<file path="src/rtl/universal_shift_reg.sv">
// universal_shift_reg: hold/shift-right/shift-left/load register with serial+parallel I/O and a WIDTH-shift frame counter
module universal_shift_reg #(
    parameter int WIDTH = 8,
    parameter int CNT_W = 4
) (
    input  logic             clk,
    input  logic             reset,
    input  logic             en,
    input  logic [1:0]       mode,
    input  logic             sin_r,
    input  logic             sin_l,
    input  logic [WIDTH-1:0] d,
    output logic [WIDTH-1:0] q,
    output logic             sout_r,
    output logic             sout_l,
    output logic [CNT_W-1:0] shift_cnt,
    output logic             frame_done
);
    logic [WIDTH-1:0] q_nxt;
    logic             shifting;
    logic             last;
    always_comb begin
        q_nxt    = mode == 2'b11 ? d :
                   mode == 2'b01 ? {sin_r, q[WIDTH-1:1]} :
                   mode == 2'b10 ? {q[WIDTH-2:0], sin_l} : q;
        shifting = en & (mode[1] ^ mode[0]);
        last     = shift_cnt == CNT_W'(WIDTH - 1);
    end
    always_ff @(posedge clk) begin
        if (!reset) begin
            q          <= '0;
            shift_cnt  <= '0;
            frame_done <= 1'b0;
        end else begin
            frame_done <= shifting & last;
            if (en) q <= q_nxt;
            if (en && mode == 2'b11) shift_cnt <= '0;
            else if (shifting) shift_cnt <= last ? '0 : shift_cnt + CNT_W'(1);
        end
    end
    assign sout_r = q[0];
    assign sout_l = q[WIDTH-1];
endmodule

</file>
<file path="config.mk">
export PLATFORM = sky130hd
export DESIGN_NAME = universal_shift_reg
export DESIGN_NICKNAME = d
export VERILOG_FILES = /design/src/rtl/universal_shift_reg.sv
export SDC_FILE = /design/constraint.sdc
export NUM_CORES = 1
export LEC_CHECK = 0
export CAP_MARGIN = 5
export CORE_MARGIN = 2
export CORE_UTILIZATION = 42
export DETAILED_ROUTE_END_ITERATION = 16
export PLACE_DENSITY = 0.78
export SYNTH_ARGS = -nofsm -noshare
export SYNTH_HDL_FRONTEND = slang
export SYNTH_SLANG_ARGS = --single-unit
</file>
<file path="constraint.sdc">
create_clock -name clk -period 1.7 [get_ports clk]
set_input_delay 0.17 -clock clk [delete_from_list [all_inputs] [get_ports clk]]
set_output_delay 0.17 -clock clk [all_outputs]
set_load 0.01 [all_outputs]
</file>
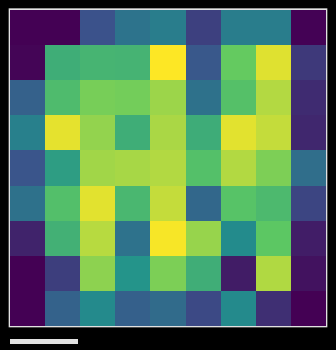
*Placement density heat map*
The bar under the picture is 10 um long. 9 x 9 tiles, from dark purple (low) to yellow (high), 0 to 100% covered.
densest ninth of the die: middle
fullest tile: 100%
mean over tiles: 52%
tiles over 75% full: 31%

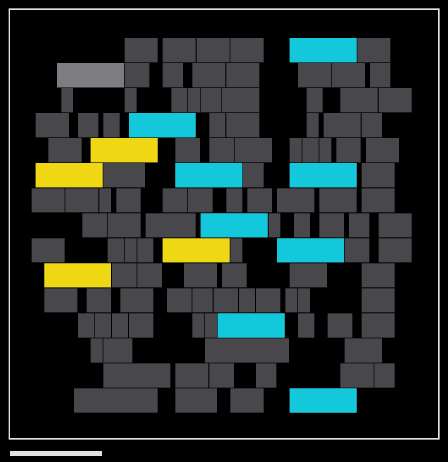
*Sequential cells grouped by signal name*
The bar under the picture is 10 um long. Other sequential cells in the stronger grey, the rest of the logic in the fainter grey.
legend:
  yellow:
    netlist_name: shift_cnt
    placed_flops: 4
    where: left middle
  cyan:
    netlist_name: q
    placed_flops: 8
not coloured: 1

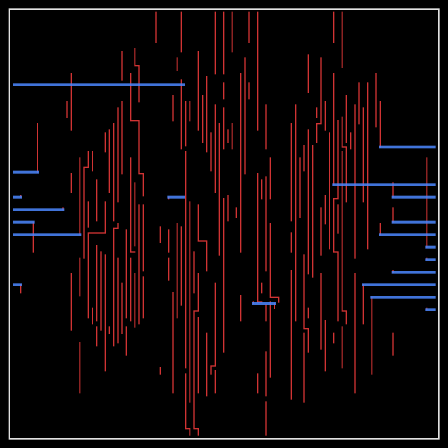
*Signal wires by layer*
Only two layers are drawn.
legend:
  blue:
    layer: met3
    wire_length: 93.8 um
  red:
    layer: met2
    wire_length: 1010 um

==> reports/metrics.yaml <==
grt_pass1_wl_um: 3118
yosysTopAreaCellShare_pct: 34.27
clock_power_share_pct: 28.0
grt_usage_pct: 21.09
diodes: 0
gr-usage-met2_pct: 36.39
timing.critical_path.fanout_max: 4
num-nets-final: 139
worst-endpoint-required_ps: 1900
drt_first_iter_violations: 5
timing_max_transition_violations_final: 0
ys_async_sr_fraction_pct: 0
placement.io_buffers: 29
number_of_warnings_reported_in_the_yosys_synthesis_log: 0
drc: 0
ys_ff: 13
synth-edff-count: 0
floorplan.io_pins: 30
outcome: "finished clean"
dieHeight_um: 46.53
number_of_rows_created_at_floorplan: 15
num-fill-cells: 151
report.final.setup_viol: 0
first_global_vias: 749
route.vias.total: 731
static-leakage-power_uw: 0.0004187
layout_top_cell: "clkdlybuf4s50_1"
cpMaxStageDelayCell: "or4_1"
detail_route.wl_per_cell_um: 13.16
share_of_post_route_cells_with_drive_strength_above_1_pct: 17.65
topCombFamilyByArea: "simple AND/OR/NAND/NOR gates"
post_synth_most_frequent_cells: "dfxtp_1, a21oi_1, nand2_1"
syn-instance-count: 88
final.setup.tns_ps: 0
yosys.area_share.adder_pct: 6.590
path_buffers: 2
ir_worst_vdd_mv: 0.4207
worst reg2reg max path: cells and delay by family (launching register included):
kind	cells	cell delay, ps
flops	1	350
compound gates	1	220
fa+ha+maj	1	250
simple gates	1	540
routing by layer:
metal / wire [um] / up-vias
li1: - / 370
met1: 777 / 339
met2: 1011 / 20
met3: 93 / 2
met4: 12 / 0
met5: 0 / -
power groups by stage:
stage               combinational, uW  sequential, uW  clock [uW]
floorplan                        73.2             339           0
global placement                  158             335           0
detailed placement                162             336           0
CTS                               163             328         201
global route                      183             331         222
finish                            169             329         193
flip-flops by register name, indices dropped and copies added, names as in the netlist:
signal	count
frame_done	1
q	8
shift_cnt	4
final timing paths:
| path | cells after the start | end | slack [ps] |
|---|---|---|---|
| max | 6 | shift_cnt[3] | 70 |
| min | 2 | frame_done | 490 |
| max reg2reg | 3 | shift_cnt[3] | 260 |
| min reg2reg | 2 | q[0] | 490 |
cell type report:
| cell class | instances | area [um^2] | share of cell area [%] |
|---|---|---|---|
| Sequential cell | 13 | 260.3 | 22.49 |
| Timing Repair Buffer | 35 | 347.8 | 30.05 |
| Clock buffer | 4 | 26.28 | 2.270 |
| Inverter | 4 | 15.01 | 1.297 |
| Multi-Input combinational cell | 63 | 476.7 | 41.19 |
| Tap cell | 25 | 31.28 | 2.703 |
per-stage QoR:
step	power, uW	instance area, um^2	utilization, %	worst slack, ps
after floorplan	412.2	759.5	-	317.5
after global placement	492.9	1100	64.40	-185.3
after detailed placement	497.6	1100	64.40	-284.1
after CTS	692.7	1126	65.93	15.29
after global routing	736.0	1157	67.77	9.894
final	691.1	1157	67.77	72.82
No activity file was given, so power comes from the tool's default toggle rates.
